--- src/rtl/matmul_sequencer_pkg.sv ---
// Shared types and sizing for the matmul instruction sequencer.
// Build option: define PERF_COUNTER_EN to get the busy-cycle counter in matmul_sequencer.
package matmul_sequencer_pkg;

  localparam int NU_COUNT     = 4;
  localparam int XY_MEM_DEPTH = 8;
  localparam int W_MEM_DEPTH  = 10;
  localparam int LENGTH_DEPTH = 8;
  localparam int SEL_W        = $clog2(NU_COUNT);

  typedef enum logic [1:0] {
    INST_NOP     = 2'd0,
    INST_FORWARD = 2'd1,
    INST_HALT    = 2'd2
  } opcode_t;

  typedef enum logic [2:0] {
    IDLE,
    CLEAR,
    ACCUM,
    DRAIN,
    WRITE,
    HALTED
  } seq_state_t;

  // Index of the last output written; only meaningful when length1 != 0.
  function automatic logic [SEL_W-1:0] write_last_idx(input logic [LENGTH_DEPTH-1:0] length1);
    return (length1 >= LENGTH_DEPTH'(NU_COUNT)) ? SEL_W'(NU_COUNT - 1) : SEL_W'(length1 - 1'b1);
  endfunction

endpackage

--- src/rtl/seq_addr_counter.sv ---
// Loadable base+offset address counter; last flags the offset equal to the loaded terminal index.
// CW must not exceed AW.
module seq_addr_counter #(
  parameter int AW = 8,
  parameter int CW = 8
) (
  input  logic          clk,
  input  logic          reset,
  input  logic          load,
  input  logic          step,
  input  logic [AW-1:0] base,
  input  logic [CW-1:0] last_idx,
  output logic [AW-1:0] addr,
  output logic [CW-1:0] offset,
  output logic          last
);

  logic [AW-1:0] base_q;
  logic [CW-1:0] last_q;
  logic [CW-1:0] offset_q;

  // NOTE: state registers use <= so every flop samples pre-edge values regardless of block order.
  always_ff @(posedge clk or posedge reset) begin
    if (reset) begin
      base_q   <= '0;
      last_q   <= '0;
      offset_q <= '0;
    end else if (load) begin
      base_q   <= base;
      last_q   <= last_idx;
      offset_q <= '0;
    end else if (step) begin
      offset_q <= offset_q + 1'b1;
    end
  end

  assign addr   = base_q + AW'(offset_q);
  assign offset = offset_q;
  assign last   = (offset_q == last_q);

endmodule

--- src/rtl/matmul_sequencer.sv ---
// Instruction responder driving xy/w memory addresses and MAC controls for FORWARD/HALT.
// Build option: PERF_COUNTER_EN adds a saturating count of busy cycles on perf_busy_cycles.
module matmul_sequencer
  import matmul_sequencer_pkg::*;
(
  input  logic                    clk,
  input  logic                    reset,
  input  logic                    inst_valid,
  output logic                    inst_ready,
  input  logic [1:0]              inst_opcode,
  input  logic [XY_MEM_DEPTH-1:0] inst_x_addr,
  input  logic [XY_MEM_DEPTH-1:0] inst_y_addr,
  input  logic [W_MEM_DEPTH-1:0]  inst_w_addr,
  input  logic [LENGTH_DEPTH-1:0] inst_length0,
  input  logic [LENGTH_DEPTH-1:0] inst_length1,
  output logic [XY_MEM_DEPTH-1:0] xy_read_addr,
  output logic [W_MEM_DEPTH-1:0]  w_read_addr,
  output logic                    mac_clear,
  output logic                    mac_acc_en,
  output logic [XY_MEM_DEPTH-1:0] xy_write_addr,
  output logic                    xy_write_en,
  output logic [SEL_W-1:0]        mac_sel,
  output logic                    busy,
  output logic                    halted,
  output logic                    done,
  output logic                    len_err,
  output logic [31:0]             perf_busy_cycles
);

  seq_state_t state_q, state_d;
  opcode_t    opcode;
  logic       accept, load_fwd, fwd_end;
  logic       rd_step, rd_last, rd_active, wr_last;
  logic       rd_zero_q, wr_zero_q, done_q, len_err_q;
  logic [W_MEM_DEPTH-1:0]  w_base_q;
  logic [LENGTH_DEPTH-1:0] rd_offset;
  logic [XY_MEM_DEPTH-1:0] rd_addr, wr_addr;
  logic [SEL_W-1:0]        wr_offset;

  assign opcode   = opcode_t'(inst_opcode);
  assign accept   = inst_valid && (state_q == IDLE);
  assign load_fwd = accept && (opcode == INST_FORWARD);

  // The read stream's offset also indexes the weight memory, so one counter serves both.
  seq_addr_counter #(.AW(XY_MEM_DEPTH), .CW(LENGTH_DEPTH)) u_rd_cnt (
    .clk      (clk),
    .reset    (reset),
    .load     (load_fwd),
    .step     (rd_step),
    .base     (inst_x_addr),
    .last_idx (inst_length0 - 1'b1),
    .addr     (rd_addr),
    .offset   (rd_offset),
    .last     (rd_last)
  );

  seq_addr_counter #(.AW(XY_MEM_DEPTH), .CW(SEL_W)) u_wr_cnt (
    .clk      (clk),
    .reset    (reset),
    .load     (load_fwd),
    .step     (state_q == WRITE),
    .base     (inst_y_addr),
    .last_idx (write_last_idx(inst_length1)),
    .addr     (wr_addr),
    .offset   (wr_offset),
    .last     (wr_last)
  );

  always_ff @(posedge clk or posedge reset) begin
    if (reset) begin
      state_q   <= IDLE;
      w_base_q  <= '0;
      rd_zero_q <= 1'b0;
      wr_zero_q <= 1'b0;
      done_q    <= 1'b0;
      len_err_q <= 1'b0;
    end else begin
      state_q <= state_d;
      done_q  <= fwd_end;
      if (load_fwd) begin
        w_base_q  <= inst_w_addr;
        rd_zero_q <= (inst_length0 == '0);
        wr_zero_q <= (inst_length1 == '0);
        if (inst_length1 > LENGTH_DEPTH'(NU_COUNT)) len_err_q <= 1'b1;
      end
    end
  end

  // NOTE: every always_comb output gets a default first so no path can infer a latch.
  always_comb begin
    state_d = state_q;
    fwd_end = 1'b0;
    case (state_q)
      IDLE: begin
        if (accept) begin
          case (opcode)
            INST_FORWARD: state_d = CLEAR;
            INST_HALT:    state_d = HALTED;
            default:      state_d = IDLE;
          endcase
        end
      end
      CLEAR: begin
        // The clear cycle also presents the first read address.
        if (!rd_zero_q)     state_d = rd_last ? DRAIN : ACCUM;
        else if (wr_zero_q) begin state_d = IDLE; fwd_end = 1'b1; end
        else                state_d = WRITE;
      end
      ACCUM: if (rd_last) state_d = DRAIN;
      DRAIN: begin
        if (wr_zero_q) begin state_d = IDLE; fwd_end = 1'b1; end
        else           state_d = WRITE;
      end
      WRITE: if (wr_last) begin state_d = IDLE; fwd_end = 1'b1; end
      default: state_d = state_q;
    endcase
  end

  assign rd_step   = (state_q == CLEAR) || (state_q == ACCUM);
  assign rd_active = ((state_q == CLEAR) && !rd_zero_q) || (state_q == ACCUM);

  assign inst_ready    = (state_q == IDLE);
  assign busy          = (state_q != IDLE) && (state_q != HALTED);
  assign halted        = (state_q == HALTED);
  assign done          = done_q;
  assign len_err       = len_err_q;
  assign mac_clear     = (state_q == CLEAR);
  assign mac_acc_en    = (state_q == ACCUM) || (state_q == DRAIN);
  assign xy_read_addr  = rd_active ? rd_addr : '0;
  assign w_read_addr   = rd_active ? (w_base_q + W_MEM_DEPTH'(rd_offset)) : '0;
  assign xy_write_en   = (state_q == WRITE);
  assign xy_write_addr = xy_write_en ? wr_addr : '0;
  assign mac_sel       = xy_write_en ? wr_offset : '0;

`ifdef PERF_COUNTER_EN
  logic [31:0] perf_q;

  always_ff @(posedge clk or posedge reset) begin
    if (reset)                     perf_q <= '0;
    else if (busy && perf_q != '1) perf_q <= perf_q + 1'b1;
  end

  assign perf_busy_cycles = perf_q;
`else
  assign perf_busy_cycles = '0;
`endif

endmodule

--- config.mk ---
export PLATFORM = sky130hd
export DESIGN_NAME = matmul_sequencer
export DESIGN_NICKNAME = d
export VERILOG_FILES = /design/src/rtl/matmul_sequencer_pkg.sv /design/src/rtl/seq_addr_counter.sv /design/src/rtl/matmul_sequencer.sv
export SDC_FILE = /design/constraint.sdc
export NUM_CORES = 1
export LEC_CHECK = 0
export CORE_MARGIN = 2
export CORE_UTILIZATION = 40
export DETAILED_ROUTE_END_ITERATION = 16
export PLACE_DENSITY = 0.73
export SLEW_MARGIN = 20
export SYNTH_ARGS = -nofsm -noshare
export SYNTH_HDL_FRONTEND = slang
export SYNTH_SLANG_ARGS = --single-unit
--- constraint.sdc ---
create_clock -name clk -period 1.9 [get_ports clk]
set_input_delay 0.19 -clock clk [delete_from_list [all_inputs] [get_ports clk]]
set_output_delay 0.19 -clock clk [all_outputs]
set_load 0.02 [all_outputs]
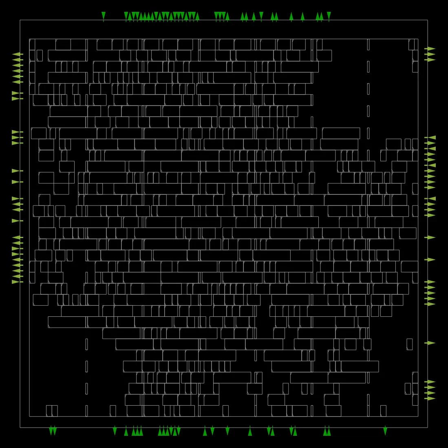
Figure 1: run 1, placement view.
final core occ: 62.55%
flop share of the area: 24.17%
fin cells: 701
Fill cells: 749

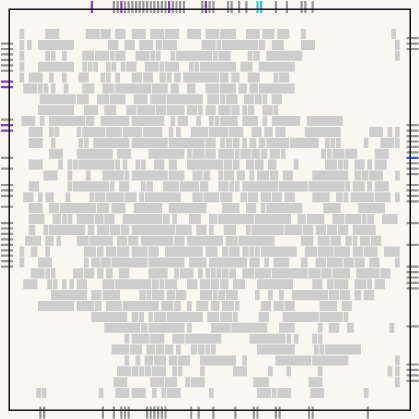
Figure 2: run 1, ports around the boundary.
Drawn at 4 px/um. Pins as bars across the die edge, other pins in grey.
colour	port	pins	direction	edge
cyan	mac_sel	2	output	north
purple	inst_y_addr	8	input	4 north, 4 west
blue	busy	1	output	east
die width: 99.85 um
Chip Height: 99.85 um
Buffers on Ports: 82

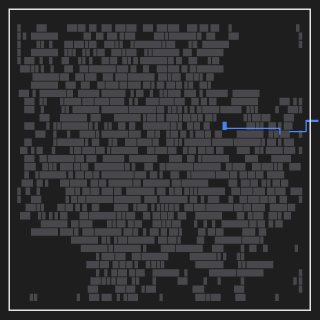
Figure 3: run 1, port wiring.
Drawn at 3 px/um.
colour	port	direction	end cells	buffers	wire
blue	busy	output	1	1	30.8 um
I/O Pins: 115

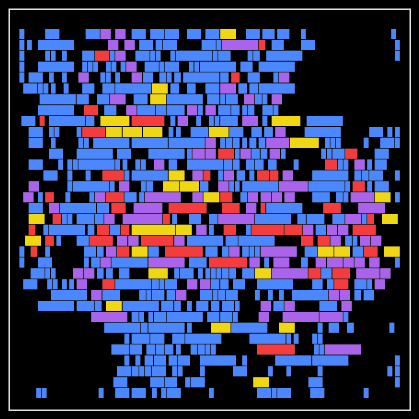
Figure 4: run 1, cell sizes after repair.
Drawn at 4 px/um.
colour	size	cells	share
yellow	_6 and larger	30	5.1%
purple	_3 and _4 cells	95	16%
blue	_0 and _1 cells	420	71%
red	_2 cells	48	8.1%
Final Instance Area: 5508 sq um
Layout Area Growth over Synthesis: 49.88%

==> flow_summary.yaml, run 1 <==
# yosys + openroad results
synth:
  synthCells: 443
  topCombFamilyByArea: "simple AND/OR/NAND/NOR gates"
  numSynthFlops: 53
  ys_warn_count: 0
  yosys-top-cells-count: "nand2_1, dfrtp_1, nor2_1"
  synth-edff-count: 0
  xor_area_share_pct: 9.057
  aoi_share_pct: 11.34
  yosysChipArea_sq_um: 3675
  ys_sh_adder_pct: 9.465
  flop_cell: "dfrtp_1"
setup_path:
  cp_num_buf_inv: 3
  worst_path_max_delay_cell: "dfrtp_2"
  endpoint_kind: "output pin"
  worst-r2r-setup-slack_ps: 190
  critical_path_class: "reg -> out"
  cp-startpoint: "u_rd_cnt.offset[0]$_DFFE_PP0P_"
  critPathCapture: "w_read_addr[6]"
  cp_num_cells: 10
  cp.required_ps: 1710
  r2r-start: "u_rd_cnt.offset[0]$_DFFE_PP0P_"
  cpPeakStageDelay_ps: 440
  crit_family: "AND-OR/OR-AND gates"
pwr:
  p_clk_mw: 0.821
  p_seq_mw: 2.16
  p_per_area_nw_per_um2: 1829
  total_power_mw: 10.07
  power.switching_mw: 4.392
  p_clk_share_pct: 8.2
  p_leak_nw: 2.589
cells_and_area:
  largest_register: "w_base_q"
  buffers: 156
  clkbuf_count: 7
  sh_comb_area_pct: 44.82
  nets: 665
  dominant_cells: "combinational gates"
  nNonClkInverters: 15
  layout_top_cell: "nand2_1"
  largest_register_ffs: 10
  comb_area_sq_um: 2469
drt:
  wirelength_um: 10100
  wl_met3_um: 378
  detail_route.drc_violations: 0
  wl_met2_um: 5421
  ant_nets: 0
  drtIter0Drc: 168
  drt_pass1_iterations: 6
clocking:
  htree_levels: 2
  cts_tree: "built"
  root_buffer: "clkbuf_8"
  postCtsSetupRepairBufs: 12
  clock_latency_ps: 310
  cts.clk_slew.worst_paths_ps: 100
sta:
  finalSetupViolCount: 21
  fin_crit_sh_pct: 130.7
  finalWorstSetupSlack_ps: -583.4
place:
  pre_cts_slack_ps: -693.2
  placed_area_sq_um: 4997
global_route:
  grt_pass1_vias: 3446
  met1_usage_pct: 24.78
  grt_util_all_layers_pct: 19.99
floorplanning:
  die_area_sq_um: 9970
  fp_util_pct: 41.73
  coreArea_sq_um: 8806
  rows: 34
outcome:
  violations: "negative setup slack"
  status: "complete, but fails checks"
min_path:
  hold_class: "in -> async"
Figure 5. Selected gate families (run 1).
Drawn at 4 px/um.
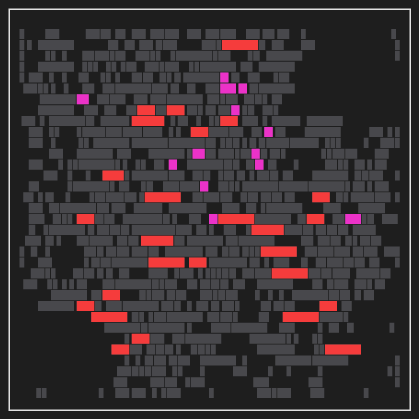

==> run 1 -> run 2 <==
- REMOVE_ABC_BUFFERS: unset -> 1
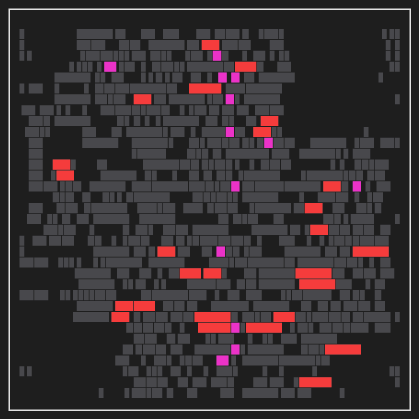
Figure 6: run 2, selected gate families.
Drawn at 4 px/um.
colour	family	cells
magenta	and/or cells	13
red	fa/ha/maj cells	26
Comb/total area: 44.06%
fin cells: 695
Commonest Layout Cell: nand2_1

==> flow_summary.yaml, run 2 <==
# yosys + openroad results
outcome:
  status: "complete, but fails checks"
  violations: "negative setup slack"
place:
  io_buffers: 82
  placed_area_sq_um: 4901
  pre_cts_slack_ps: -789.5
setup_path:
  cp.required_ps: 1710
  cp-startpoint: "w_base_q[0]$_DFFE_PP0P_"
  endpoint_kind: "output pin"
  worst_path_max_delay_cell: "dfrtp_1"
  worst-r2r-setup-slack_ps: 180
  cp_num_cells: 9
  critPathCapture: "w_read_addr[8]"
  cpPeakStageDelay_ps: 410
cells_and_area:
  fill_cells: 773
  sh_seq_area_pct: 25.27
  comb_area_sq_um: 2315
  largest_register: "w_base_q"
  buffers: 150
  largest_register_ffs: 10
  stdcell_area_sq_um: 5254
  post-route-util_pct: 59.66
synth:
  synth-edff-count: 0
  aoi_share_pct: 11.34
  xor_area_share_pct: 9.057
  synthCells: 443
  yosysChipArea_sq_um: 3675
  ys_warn_count: 0
  ys_sh_adder_pct: 9.465
  numSynthFlops: 53
floorplanning:
  fp_util_pct: 41.73
  die_area_sq_um: 9970
  coreArea_sq_um: 8806
  die_h_um: 99.85
  rows: 34
  ioPinCount: 115
pwr:
  p_leak_nw: 2.531
  p_per_area_nw_per_um2: 1754
  p_seq_mw: 2.11
drt:
  drt_pass1_iterations: 4
  ant_nets: 0
  detail_route.drc_violations: 0
  wirelength_um: 9053
sta:
  finalSetupViolCount: 20
  finalWorstSetupSlack_ps: -564.6
clocking:
  cts.clk_slew.worst_paths_ps: 100
  htree_levels: 2
  postCtsSetupRepairBufs: 9
  cts_tree: "built"
global_route:
  grt_pass1_vias: 3287
No activity file was given, so power comes from the tool's default toggle rates.
